`config.mk`:
```
export PLATFORM = sky130hd
export DESIGN_NAME = issue_scheduler_flat
export DESIGN_NICKNAME = d
export VERILOG_FILES = /design/src/rtl/issue_scheduler_if.sv /design/src/rtl/issue_scheduler.sv /design/src/flat_wrapper.sv
export SDC_FILE = /design/constraint.sdc
export NUM_CORES = 1
export LEC_CHECK = 0
export CAP_MARGIN = 10
export CORE_ASPECT_RATIO = 1.25
export CORE_UTILIZATION = 54
export CTS_BUF_LIST = sky130_fd_sc_hd__clkbuf_2
export DETAILED_ROUTE_END_ITERATION = 10
export GPL_ROUTABILITY_DRIVEN = 0
export GPL_TIMING_DRIVEN = 0
export PLACE_DENSITY = 0.91
export RECOVER_POWER = 50
export REMOVE_ABC_BUFFERS = 1
export SYNTH_ARGS = -nofsm -noshare
export SYNTH_HDL_FRONTEND = slang
export SYNTH_SLANG_ARGS = --single-unit
export TNS_END_PERCENT = 50
```
`constraint.sdc`:
```
create_clock -name clk -period 8.45 [get_ports clk]
set_input_delay 1.69 -clock clk [delete_from_list [all_inputs] [get_ports clk]]
set_output_delay 1.69 -clock clk [all_outputs]
set_load 0.1 [all_outputs]
```
`src/rtl/issue_scheduler_if.sv`:
```
// Issue/writeback bundle between the execution buffers and the ALU issue
// scheduler. master = requester side, slave = scheduler side.
interface issue_scheduler_if #(
  parameter int N     = 4,
  parameter int LAT_W = 3
);
  localparam int IDX_W = $clog2(N);

  logic [N-1:0]       req;
  logic [N*LAT_W-1:0] req_lat;
  logic               ex_stall;
  logic               flush;
  logic [N-1:0]       grant;
  logic [IDX_W-1:0]   grant_idx;
  logic               issue_valid;
  logic               wb_valid;
  logic [IDX_W-1:0]   wb_idx;

  modport master (
    output req, req_lat, ex_stall, flush,
    input  grant, grant_idx, issue_valid, wb_valid, wb_idx
  );

  modport slave (
    input  req, req_lat, ex_stall, flush,
    output grant, grant_idx, issue_valid, wb_valid, wb_idx
  );
endinterface

```
`src/rtl/issue_scheduler.sv`:
```
// Single-issue round-robin scheduler for the shared ALU. A writeback-slot
// reservation table (busy/tag, entry k = writeback k cycles from now) keeps
// two granted ops from completing in the same cycle on the result bus.
// Optional feature macro: ISSUE_SCHED_STARVE_EN (per-requester denial
// counters that force priority to the lowest-index starving requester).
module issue_scheduler #(
  parameter int N            = 4,
  parameter int MAX_LAT      = 4,
  parameter int STARVE_LIMIT = 3
) (
  input logic              clk,
  input logic              n_rst,
  issue_scheduler_if.slave bus
);
  localparam int LAT_W = $clog2(MAX_LAT + 1);
  localparam int IDX_W = $clog2(N);
  localparam int SLOTS = 1 << LAT_W;

  logic [MAX_LAT-1:0]            busy_reg, busy_next;
  logic [MAX_LAT-1:0][IDX_W-1:0] tag_reg, tag_next;
  logic [IDX_W-1:0]              rr_ptr_reg, rr_ptr_next;
  logic [N-1:0][LAT_W-1:0]       lat;
  logic [SLOTS-1:0]              slot_free;
  logic [N-1:0]                  eligible;
  logic [N-1:0]                  cand;
  logic [N-1:0]                  grant_vec;
  logic                          issue_ok;
  logic                          grant_valid;
  logic [IDX_W-1:0]              sel_idx;
  logic [LAT_W-1:0]              sel_lat;

  genvar gi;

  // Slot L is usable by a latency-L op when busy[L] is clear (that entry
  // becomes busy[L-1] after this cycle's shift). Slot MAX_LAT is always
  // free; latency 0 and anything above MAX_LAT map to a never-free slot.
  generate
    for (gi = 0; gi < SLOTS; gi++) begin : g_slot
      if (gi == 0) begin : g_zero
        assign slot_free[gi] = 1'b0;
      end else if (gi < MAX_LAT) begin : g_table
        assign slot_free[gi] = ~busy_reg[gi];
      end else if (gi == MAX_LAT) begin : g_top
        assign slot_free[gi] = 1'b1;
      end else begin : g_invalid
        assign slot_free[gi] = 1'b0;
      end
    end

    for (gi = 0; gi < N; gi++) begin : g_req
      assign lat[gi]      = bus.req_lat[gi*LAT_W +: LAT_W];
      assign eligible[gi] = bus.req[gi] & slot_free[lat[gi]];
    end
  endgenerate

`ifdef ISSUE_SCHED_STARVE_EN
  localparam int CNT_W = $clog2(STARVE_LIMIT + 1);

  logic [N-1:0][CNT_W-1:0] cnt_reg, cnt_next;
  logic [N-1:0]            starving;
  logic [N-1:0]            force_mask;

  generate
    for (gi = 0; gi < N; gi++) begin : g_starve
      assign starving[gi] = (cnt_reg[gi] >= CNT_W'(STARVE_LIMIT));
    end
  endgenerate

  // Restrict candidates to the lowest-index starving requester, if any.
  always_comb begin
    force_mask = '0;
    for (int i = N - 1; i >= 0; i--) begin
      if (starving[i]) begin
        force_mask    = '0;
        force_mask[i] = 1'b1;
      end
    end
    cand = (|starving) ? (eligible & force_mask) : eligible;
  end

  // Denial counters: count up while requesting and not granted, saturate.
  always_comb begin
    cnt_next = cnt_reg;
    for (int i = 0; i < N; i++) begin
      if (bus.flush || grant_vec[i] || !bus.req[i]) begin
        cnt_next[i] = '0;
      end else if (cnt_reg[i] < CNT_W'(STARVE_LIMIT)) begin
        cnt_next[i] = cnt_reg[i] + 1'b1;
      end
    end
  end

  // Denial counter register.
  always_ff @(posedge clk) begin
    if (!n_rst) begin
      cnt_reg <= '0;
    end else begin
      cnt_reg <= cnt_next;
    end
  end
`else
  assign cand = eligible;
`endif

  assign issue_ok = n_rst & ~bus.ex_stall & ~bus.flush;

  // Round-robin pick: first candidate scanning rr_ptr, rr_ptr+1, ... mod N.
  always_comb begin
    int j;
    grant_valid = 1'b0;
    sel_idx     = '0;
    j           = 0;
    for (int k = 0; k < N; k++) begin
      j = int'(rr_ptr_reg) + k;
      if (j >= N) j = j - N;
      if (issue_ok && !grant_valid && cand[j]) begin
        grant_valid = 1'b1;
        sel_idx     = IDX_W'(j);
      end
    end
  end

  assign sel_lat = lat[sel_idx];

  // One-hot grant vector from the selected index.
  always_comb begin
    grant_vec = '0;
    if (grant_valid) grant_vec[sel_idx] = 1'b1;
  end

  // Table shift plus reservation for the granted op; flush empties it.
  always_comb begin
    busy_next   = busy_reg >> 1;
    tag_next    = tag_reg >> IDX_W;
    rr_ptr_next = rr_ptr_reg;
    for (int k = 0; k < MAX_LAT; k++) begin
      if (grant_valid && sel_lat == LAT_W'(k + 1)) begin
        busy_next[k] = 1'b1;
        tag_next[k]  = sel_idx;
      end
    end
    if (grant_valid) begin
      rr_ptr_next = (sel_idx == IDX_W'(N - 1)) ? '0 : sel_idx + 1'b1;
    end
    if (bus.flush) begin
      busy_next = '0;
      tag_next  = '0;
    end
  end

  // Reservation table and round-robin pointer registers.
  always_ff @(posedge clk) begin
    if (!n_rst) begin
      busy_reg   <= '0;
      tag_reg    <= '0;
      rr_ptr_reg <= '0;
    end else begin
      busy_reg   <= busy_next;
      tag_reg    <= tag_next;
      rr_ptr_reg <= rr_ptr_next;
    end
  end

  assign bus.grant       = grant_vec;
  assign bus.grant_idx   = grant_valid ? sel_idx : '0;
  assign bus.issue_valid = grant_valid;
  assign bus.wb_valid    = n_rst & busy_reg[0];
  assign bus.wb_idx      = n_rst ? tag_reg[0] : '0;
endmodule
```
`src/flat_wrapper.sv`:
```
// flat-port wrapper written by rule: the top's interface ports become plain ports
module issue_scheduler_flat 
#(
  parameter int N            = 4,
  parameter int MAX_LAT      = 4,
  parameter int STARVE_LIMIT = 3
)
  (clk, n_rst, bus_req, bus_req_lat, bus_ex_stall, bus_flush, bus_grant, bus_grant_idx, bus_issue_valid, bus_wb_valid, bus_wb_idx);
  issue_scheduler_if #(.N(N)) bus_i ();
  input logic clk;
  input logic n_rst;
  input wire logic [$bits(bus_i.req)-1:0] bus_req;
  input wire logic [$bits(bus_i.req_lat)-1:0] bus_req_lat;
  input wire logic [$bits(bus_i.ex_stall)-1:0] bus_ex_stall;
  input wire logic [$bits(bus_i.flush)-1:0] bus_flush;
  output wire logic [$bits(bus_i.grant)-1:0] bus_grant;
  output wire logic [$bits(bus_i.grant_idx)-1:0] bus_grant_idx;
  output wire logic [$bits(bus_i.issue_valid)-1:0] bus_issue_valid;
  output wire logic [$bits(bus_i.wb_valid)-1:0] bus_wb_valid;
  output wire logic [$bits(bus_i.wb_idx)-1:0] bus_wb_idx;
  assign bus_i.req = bus_req;
  assign bus_i.req_lat = bus_req_lat;
  assign bus_i.ex_stall = bus_ex_stall;
  assign bus_i.flush = bus_flush;
  assign bus_grant = bus_i.grant;
  assign bus_grant_idx = bus_i.grant_idx;
  assign bus_issue_valid = bus_i.issue_valid;
  assign bus_wb_valid = bus_i.wb_valid;
  assign bus_wb_idx = bus_i.wb_idx;
  issue_scheduler #(.N(N), .MAX_LAT(MAX_LAT), .STARVE_LIMIT(STARVE_LIMIT)) u_core (.clk(clk), .n_rst(n_rst), .bus(bus_i));
endmodule
```
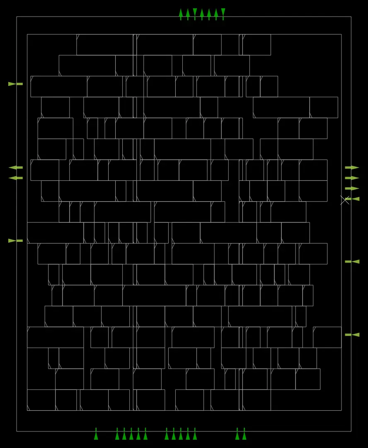
**Above:** run 1 (placed standard cells).
number of tap instances: 20
register share of the cell area: 19.0%

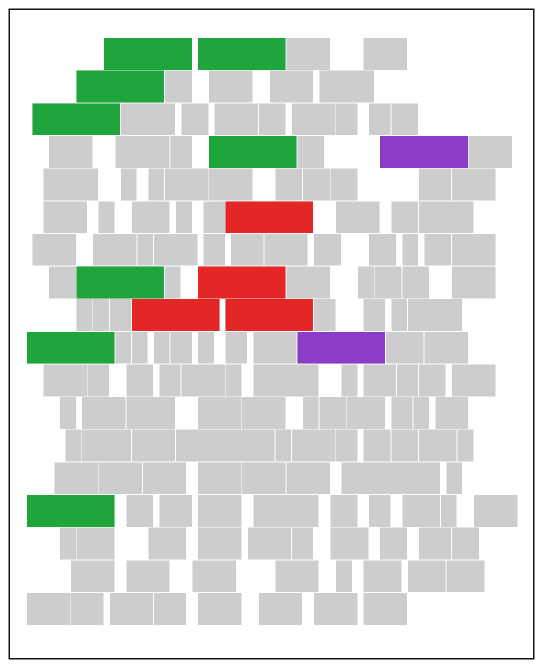
**Above:** run 1 (sequential cells colored by netlist name).
Drawn at 12 px/µm.
| color | signal | sequential cells |
|---|---|---|
| purple | u_core.rr_ptr_reg | 2 |
| green | u_core.tag_reg | 8 |
| red | u_core.busy_reg | 4 |
final core utilization: 73.4%
Power Sequential: 0.0684 mW

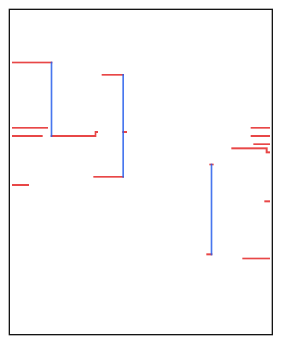
**Above:** run 1 (wiring by layer).
Drawn at 6 px/µm. Two of the layers only.
| color | layer | wire length |
|---|---|---|
| red | metal 3 | 57.4 µm |
| blue | metal 4 | 44.2 µm |
count of vias placed by the detailed router: 1129
Total GRT Usage: 27.0%

==> summary.txt, run 1 <==
From the run reports.

- The vertical extent of the die is 54.0 µm.
- The share of the core area taken by cells at floorplan is 58.2%.
- Listed in order, past its start point the critical path passes dlygate4sd3_1, mux2i_1, a311o_1, nand2_1, mux4_2, or4_1, a22oi_2, ha_1, and2_1, clkdlybuf4s50_1.
- The maximum number of pins on one net before global-route repair reads 15.
- Routed signal wires occupy layers up through met4.
- The switching power summed over all nets reads roughly 0.053 mW.
- After synthesis, the share of flip-flops with an asynchronous set or reset is 0%.
- The relative contribution of the clock network to total power reads about a fifth.
- The maximum fanout count along the critical path is 10.
- For this run, the top clock speed supported by timing is between 100 and 150 MHz.
- The worst setup path endpoint reads bus_grant[3].
- The register bit total from synthesis is 14.
- In this run, the synthesized area fraction spent on xor and xnor cells is recorded as 0%.
- Counting instances in the post-synthesis netlist gives the leading cell types as 19 x mux2i_1, 14 x dfxtp_1, 14 x nand2_1.
- The number of pins exceeding their max-slew limit in the final report is 0.
- The reported leakage power reads just under 0.6 nW.
- Leaving out fill and tap cells, the most frequent cells in the layout are 25 x clkdlybuf4s50_1, 19 x mux2i_1, 14 x nand2_1, 14 x dfxtp_1, 8 x and2_1.
- The worst stage delay on the critical path reads 1.14 ns.
- The peak supply drop reads about 0.1 mV.
- The count of warning messages emitted by the tools is 28.
- The most critical setup path has its startpoint at bus_req_lat[4].
- The maximum level of the CTS H-tree reads 1.
- The proportion of layout cells with a drive suffix above 1 is 7.98%.
- The number of combinational gates with multiple inputs reads between 100 and 150.
- The mapped netlist covers about 0.0012 mm².
- The main combinational cell family by area after synthesis reads simple AND/OR/NAND/NOR gates.
- The worst slew slack as a fraction of its limit is about a third.
- The critical path's top delay family reads buffers and inverters.
- The hold path startpoint is u_core.tag_reg[3].
- TritonCTS built the clock tree.
- The initial antenna violation count was 0.
- The final layout report lists a non-clock inverter count of 5.
- The finished layout cell area is around 0.0015 mm².
- The internal power of the cells reads approximately 0.10 mW.
- The total clock sinks reads 14.
- The sequential fraction of design power is approximately 45%.
- The count of max-cap constraint violations is 0.
- For this run the aggregate overflow at the end of global routing stands at 0.
- The kind of critical path is input port to output port.
- The worst hold path was traced through 2 stages.
- Summing the sequential cell areas from Yosys gives 24.0% of the chip area.
- The final-layout clock-cell area share is between 1 and 1.5%.
- The chip area from the yosys synthesis statistics reads roughly 0.0012 mm².
- The via count of the first global-routing pass is 1055.
- The reg-to-reg endpoint is u_core.tag_reg[0].
- The largest part of the power goes to sequential cells.
- The number of remaining DRC errors is 1.
- The top-area cell type share of the netlist area reads roughly 24%.
- The number of hold violations in the final report reads 0.
- The half-perimeter wire length after detailed placement reads around 2200 µm.
- The STA report counts the stages on the worst setup path as 10.
- 30 I/O pins were placed.
- No sink is reached through more buffers than the 2 on the longest clock path.
- Clock network power for this build is ~0.032 mW.
- The class of the tightest hold or removal check is flip-flop to flip-flop.
- The wire length per cell after detailed routing is 15.7 µm.
- The final cell count without fillers is roughly 180.
- The CTS root buffer reads clkbuf_2.
- The hold-critical path endpoint reads u_core.tag_reg[1].
- The top cell type by instance count after synthesis is mux2i_1.
- The width of the die is around 44 µm.
- The share of the clock period used by the worst path reads 92.7%.
- The number of unique standard cell types used by synthesis reads ~44.
- The slew at the pin with the worst max-slew slack is approximately 1 ns.
- By area the synthesized netlist is led by dfxtp_1 24%, mux2i_1 16%, nand2_1 4.5%, and2_1 4.3%, ha_1 4.3%.
- The placed cell area is roughly 0.0015 mm².
- The total power of the final layout reads roughly 0.15 mW.
- The insertion delay of the later-clocked pin in the worst-skew pair is ~0.28 ns.
- The number of standard cells reported by yosys reads around 140.
- Summing all flip-flop and latch instances after layout gives 280 µm².
- The register-to-register setup slack is 4.59 ns.
- The final-layout non-clock buffer area share reads between 10% and 20%.
- The total power divided by cell area reads between 100 and 150 mW/mm².
- The gate count after technology mapping is between 100 and 150.
- The final antenna diode tally reported by the flow is 0.
- Per the synthesis report, the dominant area consumer among library cells is dfxtp_1.
- The worst hold-check slack is between 0.4 and 0.5 ns.
- The count of endpoints failing setup in the final report is 0.
- The flow measured a signed area growth from synthesis to layout of 26.0%.
- The largest contributor to cell area by class reads combinational gates.
- The mean post-synth cell area is slightly below 9 µm².
- The violation tally from detailed-route iteration zero reads 19.
- The worst setup path is captured at an output port.
- The count of nets left with antenna violations once routing finished came out at 0.
- Together, buffers and inverters on the worst path number 2.
- The global-route wire length before repair is ~4800 µm.
- Setup repair after global routing left no endpoint under its margin.
- The final reports fail on design-rule violations.
- The main flop type is dfxtp_1.
- The run finished, with violations left.
- The buffers inserted during post-CTS setup optimization is 0.
- The net count reported at finish is around 190.
- Leaving out fill and tap cells, the most frequent cell in the layout is clkdlybuf4s50_1.
- The area inside the core boundary reads ~0.0020 mm².
- The met1 track demand over resource is 30.7%.
- The share of synthesized cell area in full adder, half adder and majority cells reads roughly 4.3%.
- The number of buffers created by CTS is 3.
- The fraction of power consumed by combinational cells is between 30% and 40%.
- The number of cell rows is 18.
- The arrival time reported for the critical path endpoint is ~6.1 ns.
- For the finished layout, the period the worst path requires is 7.83 ns.
- The sum of met3 wire segment lengths after detailed routing is roughly 57 µm.
- Per the detail_route log, met2 wirelength is between 1500 and 2000 µm.
- The switching fraction of total power is 34.5%.
- The and-or/or-and share of the synthesized area is a little under a fifth.
- The per-cell via count in the routed design is roughly 6.2.
- Yosys printed 0 warnings.
- The number of detailed-route iterations in the first pass reads 8.
- The chip footprint is 0.00235 mm².
- Combinational cells consume a total of between 0.05 and 0.06 mW.
- For reference, simple AND, OR, NAND and NOR cells occupy 27.2% of the area reported after synthesis.
- The clock slew at the register clock pins of the worst setup and hold paths is roughly 0.13 ns.
- The detailed router reported a total wirelength of approximately 2900 µm.
- The number of filler instances in the final layout is between 150 and 200.
- As logged by OpenROAD, the buffers inserted on ports number 29.
- The worst reg2reg path startpoint reads u_core.busy_reg[3].
- The total negative slack for setup checks reads 0 ns.
- The number of gates resized after CTS was 0.
- The hold buffer count at cts reads 0.
- The setup slack after layout reads slightly above 0.6 ns.
- The met1 wire length reads ~1200 µm.
- The cell with the largest stage delay on the worst path is clkdlybuf4s50_1.
- The category of the worst setup path launch point is an input port.
- In the finished design the tool counted flip-flops and latches totalling 14.
- The mux cell area share after synthesis reads between 20 and 25%.
- The worst setup slack after placement is roughly 0.73 ns.
- The post-route clock skew is 0.00294 ns.
- The cell count of the worst reg-to-reg path reads 11.
- The number of flops mapped to enable cells by yosys reads 0.
- The placed instance count is ~180.
- Routing resource usage on met3 recorded by global route was 2.01%.
- The fraction of standard cell area in multi-input logic reads a little under three fifths.
- The layer with the highest usage reads met2.
==> run 2, diff against run 1 <==
Settings changed: HOLD_SLACK_MARGIN set to 0.1, SKIP_CTS_REPAIR_TIMING set to 1, SLEW_MARGIN set to 0.
==> run 2 against run 1 <==
Effect of this change:
- the flow still finishes with violations (design-rule violations)
- core utilization did not move
- global-route usage did not move
- sequential cell count did not move
==> summary.txt, run 2 <==
From the run reports.

- The number of standard cells reported by yosys reads 135 (unchanged).
- The register-to-register setup slack was 4.59 ns (about the same).
- The power attributed to sequential cells is 0.0684 mW (about the same).
- The via count of the first global-routing pass came to 1055 (unchanged).
- The reported leakage power is 0.579 nW (unchanged).
- The number of buffers and inverters on the critical path came to 2 (unchanged).
- The setup slack after layout came to 0.618 ns (unchanged).
- The reg-to-reg endpoint is u_core.tag_reg[0] (unchanged).
- The peak supply drop is 0.0988 mV (unchanged).
- The share of synthesized cell area in full adder, half adder and majority cells is 4.29% (unchanged).
- The category of the worst setup path launch point reads an input port (unchanged).
- The worst setup slack after placement is 0.732 ns (unchanged).
- The layer with the highest usage reads met2 (unchanged).
- Unrepaired setup endpoints after global routing: false (unchanged).
- The met1 wire length is 1210 µm (unchanged).
- The count of endpoints failing setup in the final report reads 0 (unchanged).
- The count of warning messages emitted by the tools reads 28 (unchanged).
- Commonest cells post-synth: 19 x mux2i_1, 14 x dfxtp_1, 14 x nand2_1 (unchanged).
- The count of nets left with antenna violations after detail routing is 0 (unchanged).
- The sequential portion of the cell area reads 19.0% (unchanged).
- Violated checks: design-rule violations (unchanged).
- The time the worst path needs with I/O delays and setup was 7.83 ns (unchanged).
- The class of the tightest hold or removal check reads flip-flop to flip-flop (unchanged).
- The sequential fraction of design power is 44.5% (about the same).
- The total routing resource utilization after global routing reads 27.0% (unchanged).
- The wire length per cell after detailed routing reads 15.7 µm (unchanged).
- The number of remaining DRC errors reads 1 (unchanged).
- The relative contribution of the clock network to total power is 20.7% (about the same).
- The count of max-cap constraint violations reads 0 (unchanged).
- The sum of met3 wire segment lengths after detailed routing is 57 µm (unchanged).
- The cell with the largest stage delay on the worst path reads clkdlybuf4s50_1 (unchanged).
- The top cell type by instance count after synthesis reads mux2i_1 (unchanged).
- The total I/O pin count came to 30 (unchanged).
- The placed instance count is 179 (unchanged).
- The final routed wirelength across all metal layers reads 2870 µm (unchanged).
- The TritonCTS clock tree is built (unchanged).
- The fraction of power consumed by combinational cells reads 34.7% (about the same).
- The number of buffers created by CTS is 3 (unchanged).
- The per-cell via count in the routed design came to 6.17 (unchanged).
- The internal power of the cells reads 0.100 mW (unchanged).
- The maximum number of pins on one net before global-route repair was 15 (unchanged).
- The CTS root buffer is clkbuf_2 (unchanged).
- The worst slew slack as a fraction of its limit is 33.4% (unchanged).
- The detailed-route via count is 1129 (unchanged).
- The half-perimeter wire length after detailed placement reads 2230 µm (unchanged).
- Worst path cell trace: dlygate4sd3_1, mux2i_1, a311o_1, nand2_1, mux4_2, or4_1, a22oi_2, ha_1, and2_1, clkdlybuf4s50_1 (unchanged).
- The post-synthesis instance area is 0.00117 mm² (unchanged).
- The number of detailed-route iterations in the first pass is 8 (unchanged).
- The number of inverters outside the clock class in the layout reads 5 (unchanged).
- The final-layout non-clock buffer area share is 19.7% (unchanged).
- The critical path's top delay family reads buffers and inverters (unchanged).
- The finished layout cell area is 0.00147 mm² (unchanged).
- The most common cell after layout, fill and taps aside is clkdlybuf4s50_1 (unchanged).
- The worst stage delay on the critical path is 1.14 ns (about the same).
- The detailed route wirelength on metal2 reads 1550 µm (unchanged).
- The top-area cell type share of the netlist area is 24.0% (unchanged).
- The xor and xnor fraction of the mapped netlist area was 0% (unchanged).
- The register area reads 280 µm² (unchanged).
- The combinational-cell power consumption reads 0.0533 mW (about the same).
- The initial cell density of the core is 58.2% (unchanged).
- The net count reported at finish is 188 (unchanged).
- The count of cells along the worst hold path reads 2 (unchanged).
- The total negative slack for setup checks was 0 ns (unchanged).
- The number of flops mapped to enable cells by yosys is 0 (unchanged).
- The number of synthesis warnings reads 0 (unchanged).
- The kind of critical path is input port to output port (unchanged).
- The chip area from the yosys synthesis statistics reads 0.00117 mm² (unchanged).
- The switching power summed over all nets came to 0.0530 mW (unchanged).
- The placed cell area is 0.00146 mm² (unchanged).
- The routing usage on met3 came to 2.01% (unchanged).
- The maximum clock insertion buffer count is 2 (unchanged).
- The reported clock group power is 0.0318 mW (about the same).
- The largest contributor to cell area by class reads combinational gates (unchanged).
- The number of hold violations in the final report is 0 (unchanged).
- The proportion of register bits with asynchronous set or reset after synthesis is 0% (unchanged).
- The number of combinational gates with multiple inputs is 111 (unchanged).
- The count of buffers from port buffering came to 29 (unchanged).
- The hold-critical path endpoint reads u_core.tag_reg[1] (unchanged).
- The clock slew at the register clock pins of the worst setup and hold paths was 0.13 ns (about the same).
- The switching fraction of total power is 34.5% (unchanged).
- Outcome: finished with violations (unchanged).
- The element type at the critical path end is an output port (unchanged).
- The gate count after technology mapping is 135 (unchanged).
- The number of unique standard cell types used by synthesis came to 44 (unchanged).
- The synthesis-to-layout area growth is 26.0% (unchanged).
- The chip footprint reads 0.00235 mm² (unchanged).
- The post-route clock skew was 0.00294 ns (unchanged).
- The register bit total from synthesis is 14 (unchanged).
- The initial antenna violation count reads 0 (unchanged).
- The fraction of standard cell area in multi-input logic reads 57.0% (unchanged).
- The total clock sinks reads 14 (unchanged).
- The arrival time reported for the critical path endpoint is 6.14 ns (about the same).
- The logic depth of the worst setup path including buffers reads 10 (unchanged).
- The main combinational cell family by area after synthesis reads simple AND/OR/NAND/NOR gates (unchanged).
- The power group with the highest consumption is sequential cells (unchanged).
- The maximum level of the CTS H-tree reads 1 (unchanged).
- Commonest non-fill, non-tap cells in the layout: 25 x clkdlybuf4s50_1, 19 x mux2i_1, 14 x nand2_1, 14 x dfxtp_1, 8 x and2_1 (unchanged).
- The vertical extent of the die reads 54.0 µm (unchanged).
- The worst setup path endpoint is bus_grant[3] (unchanged).
- The mux cell area share after synthesis reads 22.1% (unchanged).
- The maximum fanout count along the critical path is 10 (unchanged).
- The main flop type is dfxtp_1 (unchanged).
- The and-or/or-and share of the synthesized area came to 18.5% (unchanged).
- The highest clock rate reads 128 MHz (unchanged).
- The cell count of the worst reg-to-reg path is 11 (unchanged).
- The end-of-flow core utilization came to 73.4% (unchanged).
- The number of tapcells is 20 (unchanged).
- The slew at the pin with the worst max-slew slack reads 0.996 ns (unchanged).
- The register area share after synthesis was 24.0% (unchanged).
- The global-route wire length before repair reads 4790 µm (unchanged).
- The basic-gate share of the synthesized area counting and, or, nand and nor cells is 27.2% (unchanged).
- The met1 track demand over resource is 30.7% (unchanged).
- The final global-route overflow total is 0 (unchanged).
- The width of the die is 43.6 µm (unchanged).
- The worst hold-check slack is 0.469 ns (unchanged).
- The final-layout clock-cell area share is 1.28% (unchanged).
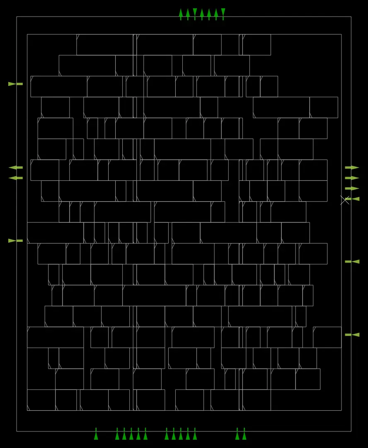
**Above:** run 2 (placed standard cells).
number of non-filler instances in the completed layout: 183
placeable core area: 0.00200 mm²
std cell rows: 18
Seq Cell Count: 14
# fillers: 153

No activity file was given, so power comes from the tool's default toggle rates.
